`config.mk`:
```
export PLATFORM = sky130hd
export DESIGN_NAME = led_scan_sequencer_flat
export DESIGN_NICKNAME = d
export VERILOG_FILES = /design/src/rtl/led_scan_if.sv /design/src/rtl/led_scan_sequencer.sv /design/src/flat_wrapper.sv
export SDC_FILE = /design/constraint.sdc
export NUM_CORES = 1
export LEC_CHECK = 0
export CAP_MARGIN = 20
export CORE_MARGIN = 2
export CORE_UTILIZATION = 59
export CTS_CLUSTER_DIAMETER = 80
export DETAILED_ROUTE_END_ITERATION = 12
export PLACE_DENSITY = 0.88
export SYNTH_ARGS = -nofsm -noshare
export SYNTH_HDL_FRONTEND = slang
export SYNTH_SLANG_ARGS = --single-unit
```
`constraint.sdc`:
```
create_clock -name clk -period 2.4 [get_ports clk]
set_input_delay 0.24 -clock clk [delete_from_list [all_inputs] [get_ports clk]]
set_output_delay 0.24 -clock clk [all_outputs]
set_load 0.005 [all_outputs]
```
`src/rtl/led_scan_if.sv`:
```
// Control pulses and decoder-side outputs of the LED scan sequencer.
// The master side is the pulse source; the slave side is the sequencer.
interface led_scan_if;
  logic       start;
  logic       stop;
  logic       step;
  logic [1:0] mode;
  logic       dec_en;
  logic [2:0] dec_a;
  logic       running;
  logic       wrap;

  modport master (
    output start, stop, step, mode,
    input  dec_en, dec_a, running, wrap
  );

  modport slave (
    input  start, stop, step, mode,
    output dec_en, dec_a, running, wrap
  );
endinterface

```
`src/rtl/led_scan_sequencer.sv`:
```
// Steps the lit LED position across 0..7 for a 3-to-8 decoder at a programmable rate.
// Supports up/down/bounce/hold patterns with run, pause, single-step and stop control.
module led_scan_sequencer #(
  parameter int DIV   = 25000000,
  parameter int DIV_W = 25
) (
  input  logic      clk,
  input  logic      rst_n,
  led_scan_if.slave bus
);

  typedef enum logic [1:0] {IDLE, RUN, PAUSE} state_t;

  localparam logic [DIV_W-1:0] DIV_LAST = DIV_W'(DIV - 1);

  state_t             state, state_nxt;
  logic [2:0]         pos, pos_nxt;
  logic               dir, dir_nxt;     // 1 = moving down
  logic [DIV_W-1:0]   cnt, cnt_nxt;
  logic               wrap_nxt;
  logic               en_q, run_q, wrap_q;
  logic [4:0]         adv;

  // Result packed as {wrap, dir, pos}; mode is sampled at the moment of advance.
  function automatic logic [4:0] advance(input logic [2:0] p, input logic d,
                                         input logic [1:0] m);
    logic [4:0] r;
    r = {1'b0, d, p};
    case (m)
      2'b00: r = {(p == 3'd7), 1'b0, p + 3'd1};
      2'b01: r = {(p == 3'd0), 1'b1, p - 3'd1};
      2'b10: begin
        if (!d) r = (p == 3'd7) ? {1'b1, 1'b1, 3'd6} : {1'b0, 1'b0, p + 3'd1};
        else    r = (p == 3'd0) ? {1'b1, 1'b0, 3'd1} : {1'b0, 1'b1, p - 3'd1};
      end
      default: r = {1'b0, d, p};
    endcase
    return r;
  endfunction

  always_comb begin
    state_nxt = state;
    pos_nxt   = pos;
    dir_nxt   = dir;
    cnt_nxt   = cnt;
    wrap_nxt  = 1'b0;
    adv       = advance(pos, dir, bus.mode);
    case (state)
      IDLE: begin
        cnt_nxt = '0;
        if (bus.start && !bus.stop) begin
          state_nxt = RUN;
          pos_nxt   = (bus.mode == 2'b01) ? 3'd7 : 3'd0;
          dir_nxt   = (bus.mode == 2'b01);
        end
      end
      RUN: begin
        if (bus.stop) begin
          state_nxt = PAUSE;
        end else if (cnt == DIV_LAST) begin
          cnt_nxt                     = '0;
          {wrap_nxt, dir_nxt, pos_nxt} = adv;
        end else begin
          cnt_nxt = cnt + 1'b1;
        end
      end
      PAUSE: begin
        // Stop beats start, and any other pulse beats step.
        if (bus.stop) begin
          state_nxt = IDLE;
          pos_nxt   = 3'd0;
          cnt_nxt   = '0;
        end else if (bus.start) begin
          state_nxt = RUN;
          cnt_nxt   = '0;
        end else if (bus.step) begin
          {wrap_nxt, dir_nxt, pos_nxt} = adv;
        end
      end
      default: begin
        state_nxt = IDLE;
        pos_nxt   = 3'd0;
        dir_nxt   = 1'b0;
        cnt_nxt   = '0;
      end
    endcase
  end

  always_ff @(posedge clk or negedge rst_n) begin
    if (!rst_n) begin
      state  <= IDLE;
      pos    <= 3'd0;
      dir    <= 1'b0;
      cnt    <= '0;
      en_q   <= 1'b0;
      run_q  <= 1'b0;
      wrap_q <= 1'b0;
    end else begin
      state  <= state_nxt;
      pos    <= pos_nxt;
      dir    <= dir_nxt;
      cnt    <= cnt_nxt;
      en_q   <= (state_nxt != IDLE);
      run_q  <= (state_nxt == RUN);
      wrap_q <= wrap_nxt;
    end
  end

  assign bus.dec_a   = pos;
  assign bus.dec_en  = en_q;
  assign bus.running = run_q;
  assign bus.wrap    = wrap_q;

endmodule

```
`src/flat_wrapper.sv`:
```
// flat-port wrapper written by rule: the top's interface ports become plain ports
module led_scan_sequencer_flat 
#(
  parameter int DIV   = 25000000,
  parameter int DIV_W = 25
)
  (clk, rst_n, bus_start, bus_stop, bus_step, bus_mode, bus_dec_en, bus_dec_a, bus_running, bus_wrap);
  led_scan_if bus_i ();
  input  logic clk;
  input  logic rst_n;
  input wire logic [$bits(bus_i.start)-1:0] bus_start;
  input wire logic [$bits(bus_i.stop)-1:0] bus_stop;
  input wire logic [$bits(bus_i.step)-1:0] bus_step;
  input wire logic [$bits(bus_i.mode)-1:0] bus_mode;
  output wire logic [$bits(bus_i.dec_en)-1:0] bus_dec_en;
  output wire logic [$bits(bus_i.dec_a)-1:0] bus_dec_a;
  output wire logic [$bits(bus_i.running)-1:0] bus_running;
  output wire logic [$bits(bus_i.wrap)-1:0] bus_wrap;
  assign bus_i.start = bus_start;
  assign bus_i.stop = bus_stop;
  assign bus_i.step = bus_step;
  assign bus_i.mode = bus_mode;
  assign bus_dec_en = bus_i.dec_en;
  assign bus_dec_a = bus_i.dec_a;
  assign bus_running = bus_i.running;
  assign bus_wrap = bus_i.wrap;
  led_scan_sequencer #(.DIV(DIV), .DIV_W(DIV_W)) u_core (.clk(clk), .rst_n(rst_n), .bus(bus_i));
endmodule
```
==> out/qor.txt <==
Status - finished, final reports clean
Synth Area in XOR/XNOR - 4.24%
Crit end category - flop
Drt pass-1 iters - 7
Pwr Density - 899 nW/um2
R2R depth - 7
R2R Setup Slk - 0.21 ns
Post-DP Area - 2450 um2
Maximum vdd drop - 0.000541 V
DRC Markers - 0
CTS H-tree depth - 2
Cell area leaders - dfrtp_1, o21ai_0, ha_1
Post-synth cell types - 58
Seq. cell area - 851 um2
OpenROAD warnings - 32
Worst Setup Start Kind - flop
Die X - 66.1 um
Top cell area share - 37.4%
Ys async rst share - 100%
Top cells by count, synth - dfrtp_1, o21ai_0, nand2_1
Core Util at FP - 61.6%
Port bufs - 12
Register area share after synthesis - 37.4%
CTS tree - done
Row Count - 22
Yosys simple share - 25.8%
Final slew viol count - 0
Core Area - 3690 um2
Met1 Routed Length - 2180 um
LEAKAGE - 1.05 nW
Final GP Congestion - 0.823
Clock transition at the registers of the reported paths - 0.07 ns
Layout Cells excl Fill - 331
Post-CTS Setup Inserts - 0
Fmax - 0.457 GHz
Worst slew pin tran - 0.604 ns
Compound Share, Synth - 21.4%
Layout cell share with drive strength beyond 1 - 11.0%
Setup TNS - 0 ns
Worst slew margin - 59.7%
Pre-CTS setup slack - 0.0766 ns
Inverters - 17
Vias in the first global route - 1,936
GRT Util Overall - 24.4%
Crit Path Category - flop to flop
#MultiIn Comb - 204
Post-synth top flop - dfrtp_1
Mapped Nets - 282
Antenna Cells - 0
Max FO, Critical Path - 12
Die Ht - 66.1 um
Syn. warnings - 0
Flip-flops with a built-in enable - 0
Syn Std Cell Area - 2270 um2
Cell taking the most area after synthesis - dfrtp_1
Minimum clock period - 2.19 ns
Max cap viols - 0
Flop share of the area - 33.1%
Nets - 299
Hold violation count in the final report - 0
Crit share post-route - 91.2%
Crit path arrival time - 2.34 ns
I/O pin total - 13
CP max stage delay - 0.52 ns
Total length of routed met3 wires - 174 um
Required time worst endpoint - 2.55 ns
1st-iter DRT viols - 167
ClkCell Share - 4.13%
Dominant comb cell - simple AND/OR/NAND/NOR gates
Yosys reg bits - 34
Die Footprint - 4360 um2
Adders+Majority by Area - 5.51%
Multi-input gate area - 1310 um2
Initial antenna violation count - 0
Mapped Cells - 265
Reg-to-reg endpoint - u_core.cnt[23]
Crit. Startpoint - u_core.state[1]
Ys cells - 265
Util after Layout - 69.7%
CTS resizes - 0
DR top layer - met4
-- worst max-delay path, delay by kind of cell (launching register included) --
kind,cells,cell delay [ns]
flops,1,0.42
simple gates,5,1.19
xor+xnor,1,0.20
fa+ha+maj,1,0.26
-- layer usage --
| metal | vias to the layer above | track usage [%] |
|---|---|---|
| met5 | - | 0 |
| met4 | 0 | 9.95 |
| met3 | 6 | 4.09 |
| met2 | 46 | 42.3 |
| met1 | 982 | 30.2 |
| li1 | 994 | - |
-- flip-flops by register name (all words and copies together), names as in the netlist --
register            cells
u_core.state            2
u_core.bus.dec_a        3
u_core.bus.dec_en       1
u_core.cnt             25
u_core.dir              1
u_core.bus.wrap         1
u_core.bus.running      1
-- report_power, final --
group	internal [mW]	switching, mW
clock	0.311	0.196
combinational	0.465	0.612
sequential	0.644	0.0856
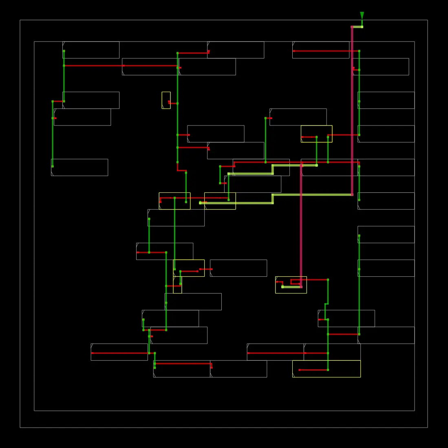
clocks.png
CTS Sinks: 34
clk_skew: 0.00445 ns
TritonCTS Buffers: 5
Late-Pin Clk Latency: 0.28 ns
seq_cells: 34

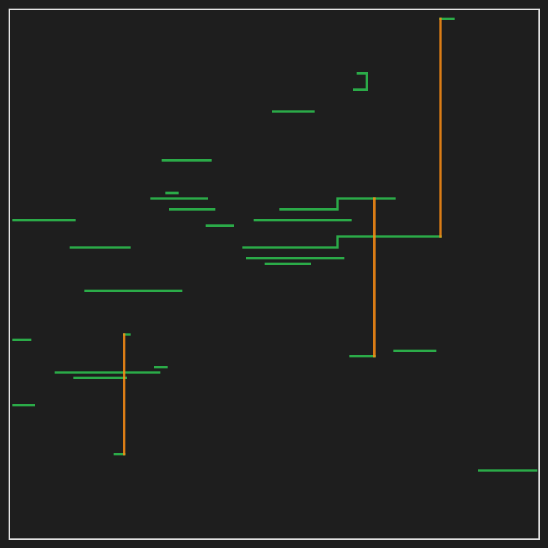
wires.png
Scale: 8 px per um. Only two layers are drawn.
Green stands for metal 3, wire length 175 um. Orange stands for metal 4, wire length 61.9 um.

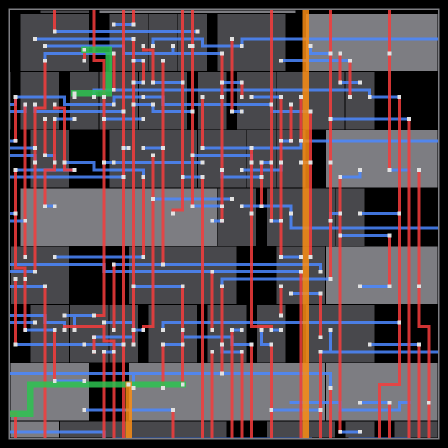
detail.png
Region (40, 40) to (60, 60) um. Cells in grey, sequential cells in the stronger grey; small squares are vias.
Blue stands for metal 1. Green stands for metal 3. Orange stands for metal 4. Red stands for metal 2.
Most frequent: dfrtp_1 (6), nor2_1 (5). Netlist names of flops here include `u_core.cnt` (6). 37 logic cells have their middle in the window. Sequential cells in the window: 6.

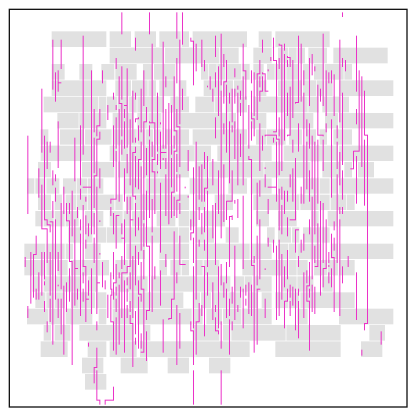
layer_met2.png
Scale: 6 px per um. Cells faint in the background.
The wires run mostly vertical. The longest straight run is 31.4 um. The layer carries 2,580 um of wire. The layer holds 52% of the routed length. 254 nets have wire on it.

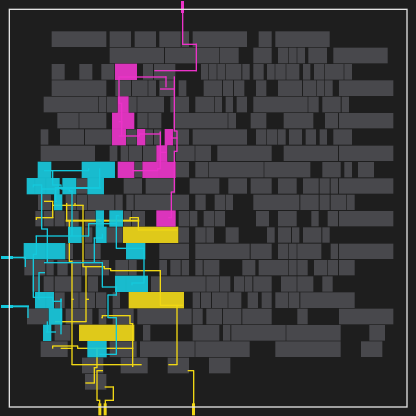
io_fan.png
Scale: 6 px per um.
Cyan stands for `bus_mode`, bits 2, direction input, end cells 22, buffers 3, wire 166 um. Magenta stands for `bus_stop`, bits 1, direction input, end cells 11, buffers 2, wire 88.0 um. Yellow stands for `bus_dec_a`, bits 3, direction output, end cells 3, buffers 3, wire 191 um.

Power is estimated from default activity; no workload was simulated.
